File: src/rtl/ula_pkg.sv
// Shared opcodes, FSM states and default widths for the sequential ULA.
// Build option ULA_MUL_EN enables the iterative multiply (op 8).
package ula_pkg;

    localparam int DEF_WIDTH = 8;
    localparam int DEF_OP_W  = 4;

    localparam int OP_NOT = 0;
    localparam int OP_AND = 1;
    localparam int OP_OR  = 2;
    localparam int OP_XOR = 3;
    localparam int OP_ADD = 4;
    localparam int OP_SUB = 5;
    localparam int OP_SHL = 6;
    localparam int OP_SHR = 7;
    localparam int OP_MUL = 8;

    typedef enum logic [1:0] {
        IDLE = 2'd0,
        MUL  = 2'd1,
        DONE = 2'd2
    } state_t;

endpackage

File: src/rtl/ula_mul_iter.sv
// Shift-add multiplier, one partial product per cycle over WIDTH cycles.
// product/overflow present the final step combinationally while done=1.
module ula_mul_iter #(
    parameter int WIDTH = 8,
    parameter int CNT_W = $clog2(WIDTH) + 1
) (
    input  logic             clk,
    input  logic             rst,
    input  logic             start,
    input  logic [WIDTH-1:0] a,
    input  logic [WIDTH-1:0] b,
    output logic             busy,
    output logic             done,
    output logic [WIDTH-1:0] product,
    output logic             overflow
);

    logic [2*WIDTH-1:0] acc;
    logic [2*WIDTH-1:0] acc_nx;
    logic [WIDTH:0]     psum;
    logic [WIDTH-1:0]   mcand;
    logic [CNT_W-1:0]   cnt;

    // Multiplier sits in the low half and shifts out as the product fills in
    always_comb begin
        psum = {1'b0, acc[2*WIDTH-1:WIDTH]};
        if (acc[0]) begin
            psum = psum + {1'b0, mcand};
        end
        acc_nx   = {psum, acc[WIDTH-1:1]};
        done     = busy && (cnt == CNT_W'(WIDTH - 1));
        product  = acc_nx[WIDTH-1:0];
        overflow = |acc_nx[2*WIDTH-1:WIDTH];
    end

    always_ff @(posedge clk) begin
        if (rst) begin
            acc   <= '0;
            mcand <= '0;
            cnt   <= '0;
            busy  <= 1'b0;
        end else if (start) begin
            acc   <= {{WIDTH{1'b0}}, b};
            mcand <= a;
            cnt   <= '0;
            busy  <= 1'b1;
        end else if (busy) begin
            acc <= acc_nx;
            cnt <= cnt + 1'b1;
            if (done) begin
                busy <= 1'b0;
            end
        end
    end

endmodule

File: src/rtl/ula_seq.sv
// Registered ULA with valid/ready handshakes, status flags, illegal-op flag.
// Define ULA_MUL_EN to add the iterative multiply on op 8.
module ula_seq
    import ula_pkg::*;
#(
    parameter int WIDTH = DEF_WIDTH,
    parameter int OP_W  = DEF_OP_W
) (
    input  logic             clk_in,
    input  logic             rst_in,
    input  logic             valid_in,
    output logic             ready_out,
    input  logic [OP_W-1:0]  op_in,
    input  logic [WIDTH-1:0] a_in,
    input  logic [WIDTH-1:0] b_in,
    output logic             valid_out,
    input  logic             ready_in,
    output logic [WIDTH-1:0] result_out,
    output logic             zero_out,
    output logic             carry_out,
    output logic             neg_out,
    output logic             illegal_out
);

    state_t state;
    state_t nxt;

    logic             load;
    logic [WIDTH:0]   sum;
    logic [WIDTH:0]   dif;
    logic [WIDTH-1:0] alu_res;
    logic             alu_c;
    logic             alu_ill;
    logic [WIDTH-1:0] d_res;
    logic             d_c;
    logic             d_ill;

`ifdef ULA_MUL_EN
    localparam int CNT_W = $clog2(WIDTH) + 1;

    logic             is_mul;
    logic             mul_start;
    logic             mul_busy;
    logic             mul_done;
    logic [WIDTH-1:0] mul_prod;
    logic             mul_ovf;

    assign is_mul = (op_in == OP_W'(OP_MUL));

    ula_mul_iter #(
        .WIDTH (WIDTH),
        .CNT_W (CNT_W)
    ) u_mul (
        .clk      (clk_in),
        .rst      (rst_in),
        .start    (mul_start),
        .a        (a_in),
        .b        (b_in),
        .busy     (mul_busy),
        .done     (mul_done),
        .product  (mul_prod),
        .overflow (mul_ovf)
    );
`endif

    always_comb begin
        sum     = {1'b0, a_in} + {1'b0, b_in};
        dif     = {1'b0, a_in} - {1'b0, b_in};
        alu_res = '0;
        alu_c   = 1'b0;
        alu_ill = 1'b0;
        unique case (1'b1)
            op_in == OP_W'(OP_NOT): alu_res = ~b_in;
            op_in == OP_W'(OP_AND): alu_res = a_in & b_in;
            op_in == OP_W'(OP_OR):  alu_res = a_in | b_in;
            op_in == OP_W'(OP_XOR): alu_res = a_in ^ b_in;
            op_in == OP_W'(OP_ADD): begin
                alu_res = sum[WIDTH-1:0];
                alu_c   = sum[WIDTH];
            end
            op_in == OP_W'(OP_SUB): begin
                alu_res = dif[WIDTH-1:0];
                alu_c   = dif[WIDTH];
            end
            // Shift counts >= WIDTH drain every bit and give zero
            op_in == OP_W'(OP_SHL): alu_res = a_in << b_in;
            op_in == OP_W'(OP_SHR): alu_res = a_in >> b_in;
`ifdef ULA_MUL_EN
            op_in == OP_W'(OP_MUL): alu_res = '0;
`endif
            default: alu_ill = 1'b1;
        endcase
    end

    always_comb begin
        d_res = alu_res;
        d_c   = alu_c;
        d_ill = alu_ill;
`ifdef ULA_MUL_EN
        if (state == MUL) begin
            d_res = mul_prod;
            d_c   = mul_ovf;
            d_ill = 1'b0;
        end
`endif
    end

    always_comb begin
        nxt  = state;
        load = 1'b0;
`ifdef ULA_MUL_EN
        mul_start = 1'b0;
`endif
        unique case (state)
            IDLE: begin
                if (valid_in) begin
`ifdef ULA_MUL_EN
                    if (is_mul) begin
                        mul_start = 1'b1;
                        nxt       = MUL;
                    end else begin
                        load = 1'b1;
                        nxt  = DONE;
                    end
`else
                    load = 1'b1;
                    nxt  = DONE;
`endif
                end
            end
            MUL: begin
`ifdef ULA_MUL_EN
                if (mul_done) begin
                    load = 1'b1;
                    nxt  = DONE;
                end else if (!mul_busy) begin
                    nxt = IDLE;
                end
`else
                nxt = IDLE;
`endif
            end
            DONE: begin
                if (ready_in) begin
                    nxt = IDLE;
                end
            end
            default: nxt = IDLE;
        endcase
    end

    always_ff @(posedge clk_in) begin
        if (rst_in) begin
            state <= IDLE;
        end else begin
            state <= nxt;
        end
    end

    // Result and flags persist past DONE until the next load
    always_ff @(posedge clk_in) begin
        if (rst_in) begin
            result_out  <= '0;
            zero_out    <= 1'b0;
            carry_out   <= 1'b0;
            neg_out     <= 1'b0;
            illegal_out <= 1'b0;
        end else if (load) begin
            result_out  <= d_res;
            zero_out    <= (d_res == '0);
            carry_out   <= d_c;
            neg_out     <= d_res[WIDTH-1];
            illegal_out <= d_ill;
        end
    end

    assign ready_out = (state == IDLE);
    assign valid_out = (state == DONE);

endmodule

File: config.mk
export PLATFORM = sky130hd
export DESIGN_NAME = ula_seq
export DESIGN_NICKNAME = d
export VERILOG_FILES = /design/src/rtl/ula_pkg.sv /design/src/rtl/ula_mul_iter.sv /design/src/rtl/ula_seq.sv
export SDC_FILE = /design/constraint.sdc
export NUM_CORES = 1
export LEC_CHECK = 0
export CORE_MARGIN = 2
export CORE_UTILIZATION = 25
export DETAILED_ROUTE_END_ITERATION = 7
export PLACE_DENSITY = 0.47
export SLEW_MARGIN = 20
export SYNTH_ARGS = -nofsm -noshare
export SYNTH_HDL_FRONTEND = slang
export SYNTH_SLANG_ARGS = --single-unit
File: constraint.sdc
create_clock -name clk_in -period 5 [get_ports clk_in]
set_input_delay 1.5 -clock clk_in [delete_from_list [all_inputs] [get_ports clk_in]]
set_output_delay 1.5 -clock clk_in [all_outputs]
set_load 0.02 [all_outputs]
**Run 1: supply network**

The bar under the picture is 20 um long. Pins as bars on the die edge.
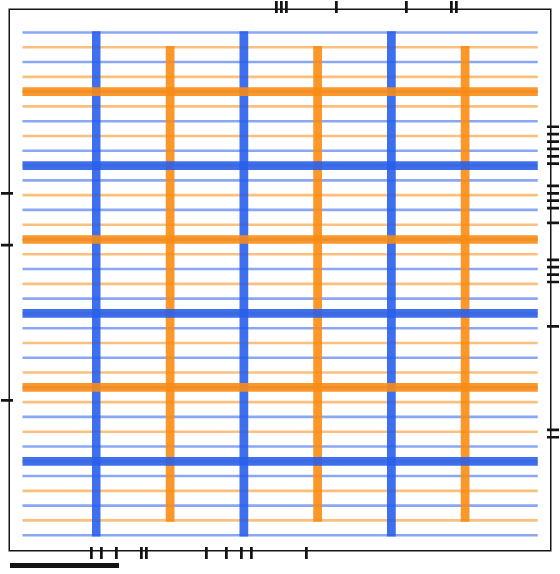
Key: VDD = orange; VSS = blue
38 signal pins sit on the boundary. The core has 34 rows. 35 met1 rails follow the rows. 6 straps on met5. 6 straps on met4.

**Run 1: placement by cell class**

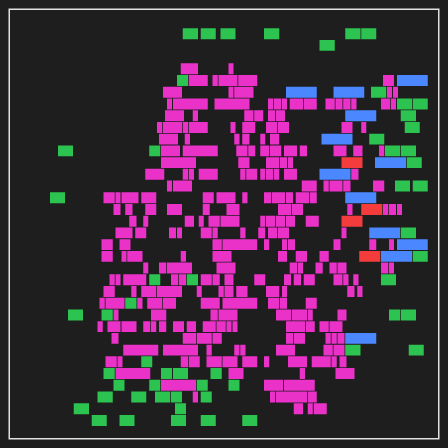
Key: flops = blue [cells 12]; clock drivers and dummy loads = red [cells 4]; other buffers and delay cells = green [cells 55]; combinational and other logic = magenta [cells 261]

==> flow_metrics.tcl, run 1 <==
# collected from the flow reports
set metrics [dict create \
    seqCellArea_um2 240 \
    drt_iter0_markers 182 \
    hpwl_mm 6.15 \
    cts_hold_buf 0 \
    synth-main-ff-cell "dfxtp_1" \
    cp.arrival_ps 4210 \
    netlist.top_cell.by_area "ha_1" \
    async_flop_share_pct 0 \
    top_area_share_pct 13.2 \
    taps 108 \
    path_class "primary input to flip-flop" \
    grt_pass1_vias 2361 \
    die-height_um 99.3 \
    final_cell_area_um2 2870 \
    ys_types 58 \
    nNonClkBuffers 55 \
    ioPinCount 38 \
    whs_ps 465 \
    grt_antenna_before_repair 0 \
    globalRouteTotalUtil_pct 15.3 \
    holdPathStages 2 \
    maxCapViolations 0 \
    setup-violations-final 0 \
    worst-r2r-cell-count 7 \
    tightest_slew_ps 726 \
    r2r_end "zero_out$_SDFFE_PP0P_" \
    slew_violations 0 \
    rsz0062_at_grt "false" \
    top_cells_by_area "ha_1 13%, dfxtp_1 11%, mux4_2 9.9%" \
    setup_tns_ps 0 \
    routed_wl_mm 7.55 \
    critPathMaxFanout 6 \
    inv_count 30 \
    syn_avg_cell_area_um2 7.73 \
    diodes 0 \
    status "finished, final reports clean" \
    comb_cells 231 \
    buffer_area_share_pct 17.6 \
    design.seq.count 12 \
]
**Run 1: clock wires, drivers and flops**

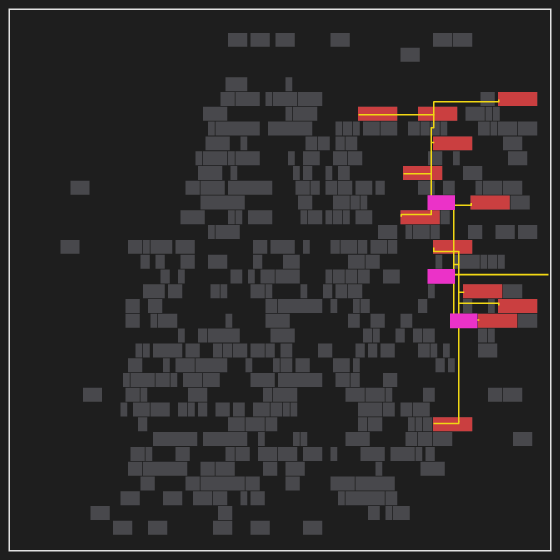
Key: flip-flops = red [count 12]; clock wires = yellow [length 171 um]; clock drivers = magenta [count 3]
There are 4 routed clock nets.
Clock power frac: 23.2%
Clock Skew: 3.48 ps
Clk. pwr: 105 uW
clk_lat worst skew: 240 ps

==> run 1: worst max-delay path by stage <==
stage	to	depth (start not counted)
floorplan	zero_out$_SDFFE_PP0P_	11
global placement	carry_out$_SDFFE_PP0P_	11
detailed placement	carry_out$_SDFFE_PP0P_	11
CTS	carry_out$_SDFFE_PP0P_	11
global route	carry_out$_SDFFE_PP0P_	11
finish	result_out[6]$_SDFFE_PP0P_	11
==> run 1: synth_stat cells, types with 6 or more instances <==
cell,number
nor2b_1,6
o21ai_0,13
ha_1,24
mux4_2,10
inv_1,29
a211oi_1,9
a21oi_1,20
buf_2,8
nor2_1,29
clkbuf_1,8
nor3_1,7
nand2_1,17
mux2i_1,12
dfxtp_1,12
==> run 1: flip-flops by register name, summed over array words and instances (netlist names) <==
signal,cells
carry_out,1
illegal_out,1
result_out,8
state,1
zero_out,1
==> run 1: cell families (layout without fill, tap and decap cells) <==
group | Yosys count | in the layout | synth area share, %
compound gates | 85 | 85 | 26.0
xor+xnor | 6 | 6 | 2.31
fa+ha+maj | 26 | 26 | 15.0
buf+inv | 51 | 89 | 9.36
flops | 12 | 12 | 10.6
mux | 23 | 23 | 15.7
simple gates | 91 | 91 | 21.1
==> run 1: critical path: stages <==
cell             delay (ps)
clkdlybuf4s50_1         610
inv_1                   100
ha_1                    240
fa_1                    410
or3_1                   350
a31oi_1                 230
o311ai_0                140
o31ai_1                 120
xnor2_1                 150
a21oi_1                 110
a211oi_1                250
==> run 1: report_power, final <==
group	switching (mW)	total, mW	internal [mW]
Combinational	0.133	0.240	0.108
Sequential	0.00377	0.106	0.103
Clock	0.0354	0.105	0.0695
Total	0.172	0.452	0.280
==> run 1: metal layers <==
metal	vias up	routed length, um
li1	1155	-
met1	1104	3490
met4	0	136
met2	55	3590
met3	8	331
met5	-	0
**Run 1: routed metal, one colour a layer**

The bar under the picture is 20 um long.
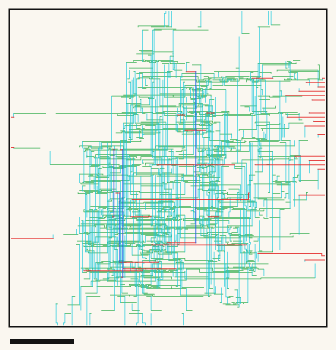

==> run 2, diff against run 1 <==
--- a/config.mk
+++ b/config.mk
@@ -8,7 +8,7 @@
 export CORE_MARGIN = 2
 export CORE_UTILIZATION = 25
 export DETAILED_ROUTE_END_ITERATION = 7
-export PLACE_DENSITY = 0.47
+export PLACE_DENSITY = 0.48
 export SLEW_MARGIN = 20
 export SYNTH_ARGS = -nofsm -noshare
 export SYNTH_HDL_FRONTEND = slang
==> constraint.sdc (replaced) <==
create_clock -name clk_in -period 3.55 [get_ports clk_in]
set_input_delay 1.065 -clock clk_in [delete_from_list [all_inputs] [get_ports clk_in]]
set_output_delay 1.065 -clock clk_in [all_outputs]
set_load 0.02 [all_outputs]
**Run 2: routed metal, one colour a layer**

The bar under the picture is 20 um long.
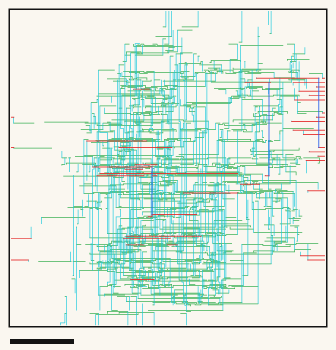
Key: metal 3 = red [wire length 364 um]; metal 1 = green [wire length 3790 um]; metal 4 = blue [wire length 66.0 um]; metal 2 = cyan [wire length 3710 um]
GR Util All Layers: 16.4%
vias: 2499
total wire length: 7.92 mm

**Run 2: placement by cell class**

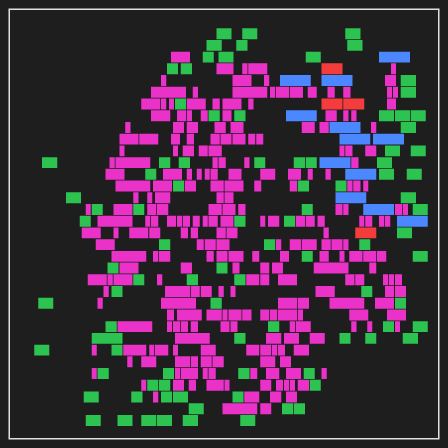
Key: clock drivers and dummy loads = red [cells 4]; combinational and other logic = magenta [cells 261]; other buffers and delay cells = green [cells 92]; flops = blue [cells 12]
final non-filler cell area: 3170 um^2
Seq area share: 7.57%
FP Rows: 34

==> run 2 against run 1 <==
Against the previous run: non-clock buffer count rose by 37; hold slack got worse by 14 ps; utilization rose by 3.5 points; highest routed layer unchanged; die area did not move.
==> flow_metrics.tcl, run 2 <==
# collected from the flow reports
set metrics [dict create \
    crit_family "AND-OR/OR-AND gates" \
    hpwl_mm 6.53 \
    wl_met3_um 363 \
    largest_register_ff_count 8 \
    slew_violations 0 \
    worst-r2r-cell-count 7 \
    fin_skew_ps 0.472 \
    power_leader "combinational cells" \
    holdPathStages 2 \
    synthCells 294 \
    cp-end-kind "flip-flop" \
    cp.arrival_ps 3510 \
    cp-start-kind "primary input" \
    diodes 0 \
    setup_tns_ps 0 \
    synth-main-ff-cell "dfxtp_1" \
    syn_avg_cell_area_um2 7.73 \
    most-common-layout-cells "54 x buf_4, 37 x clkdlybuf4s50_1, 29 x inv_1, 29 x nor2_1, 24 x ha_1" \
    rsz0062_at_grt "false" \
    p_clk_uw 149 \
    pg_comb_uw 386 \
    wl_met2_mm 3.71 \
    grt_antenna_before_repair 0 \
    drt_iter0_markers 198 \
    p_switching_uw 255 \
    pwr-share-seq_pct 21.9 \
    seqCellArea_um2 240 \
    drt-met1-wl_mm 3.79 \
    pwr-share-clk_pct 21.8 \
    clock.fmax_ghz 0.296 \
    p_int_uw 430 \
    cpPeakStageDelay_ps 510 \
    p_per_area_nw_per_um2 216 \
    grt_pass1_vias 2417 \
    top_cells_by_area "ha_1 13%, dfxtp_1 11%, mux4_2 9.9%" \
    path_class "primary input to flip-flop" \
    path_cells "clkdlybuf4s50_1 > inv_1 > ha_1 > o21bai_1 > a211oi_1 > or3_1 > a21oi_1 > nor4_1 > and4_1 > a31o_1" \
    tightest_slew_ps 732 \
    setup-violations-final 0 \
    ioPinCount 38 \
    netlist_top_cells_count "29 x inv_1, 29 x nor2_1, 24 x ha_1" \
    combGateArea_um2 1840 \
    critPathMaxFanout 2 \
    sw_frac_of_total_pct 37.2 \
    netlist.top_cell.by_area "ha_1" \
    cp.depth 10 \
    async_flop_share_pct 0 \
    clock_latency_ps 240 \
    status "finished, final reports clean" \
    fin_nets 420 \
    dr.max_layer_used "met4" \
    maxCapViolations 0 \
    io_buffer_count 37 \
    finalPower_uw 685 \
    top_area_share_pct 13.2 \
    grt_max_degree 15 \
    p_comb_share_pct 56.3 \
    die-height_um 99.3 \
    path_buffers 2 \
    largest-register "result_out" \
]
[run 2: netlist changes by cell type in the layout (fill, tap and decap cells not counted), sizes merged]
cell	previous run	this run
buf	18	55
[run 2: cell families after synthesis]
kind of cell,count (synthesis),share of synthesized area (%)
AND-OR/OR-AND,85,26.0
XOR/XNOR,6,2.31
adder cells (fa/ha/maj),26,15.0
buffers and inverters,51,9.36
flip-flops,12,10.6
multiplexers,23,15.7
AND/OR/NAND/NOR,91,21.1
[run 2: final timing paths]
kind,start,slack (ps),endpoint
setup / recovery,a_in[1],170,zero_out$_SDFFE_PP0P_
setup reg to reg,state[1]$_SDFFE_PP0P_,1950,zero_out$_SDFFE_PP0P_
hold / removal,result_out[1]$_SDFFE_PP0P_,450,result_out[1]$_SDFFE_PP0P_
hold reg to reg,result_out[1]$_SDFFE_PP0P_,450,result_out[1]$_SDFFE_PP0P_
[run 2: tightest hold or removal path: cells and delay by family (launching register included)]
family	cells	cell delay, ps
simple gates	1	50
flops	1	300
compound gates	1	50
[run 2: timing repair]
| item | 4_1_cts | 5_1_grt |
|---|---|---|
| gates resized | 0 | 6 |
| setup endpoints to repair | 0 | 3 |
| hold buffers | 0 | 0 |
| setup buffers | 0 | 0 |
[run 2: final cells by class]
| class | instances | area share, % |
|---|---|---|
| inverters | 30 | 3.55 |
| repair buffers | 92 | 25.1 |
| well taps | 108 | 4.26 |
| clock buffers | 4 | 1.73 |
| multi-input cells | 231 | 57.8 |
| flip-flops and latches | 12 | 7.57 |
[run 2: through the flow]
stage / area (um^2) / hold slack, ps / setup WS (ps)
after CTS: 3160 / 456 / 91.1
final: 3170 / 451 / 172
after global routing: 3170 / 470 / 11.8
after global placement: 3100 / 440 / -117
after detailed placement: 3100 / 448 / -149
after floorplan: 2270 / 535 / 196
No activity file was given, so power comes from the tool's default toggle rates.
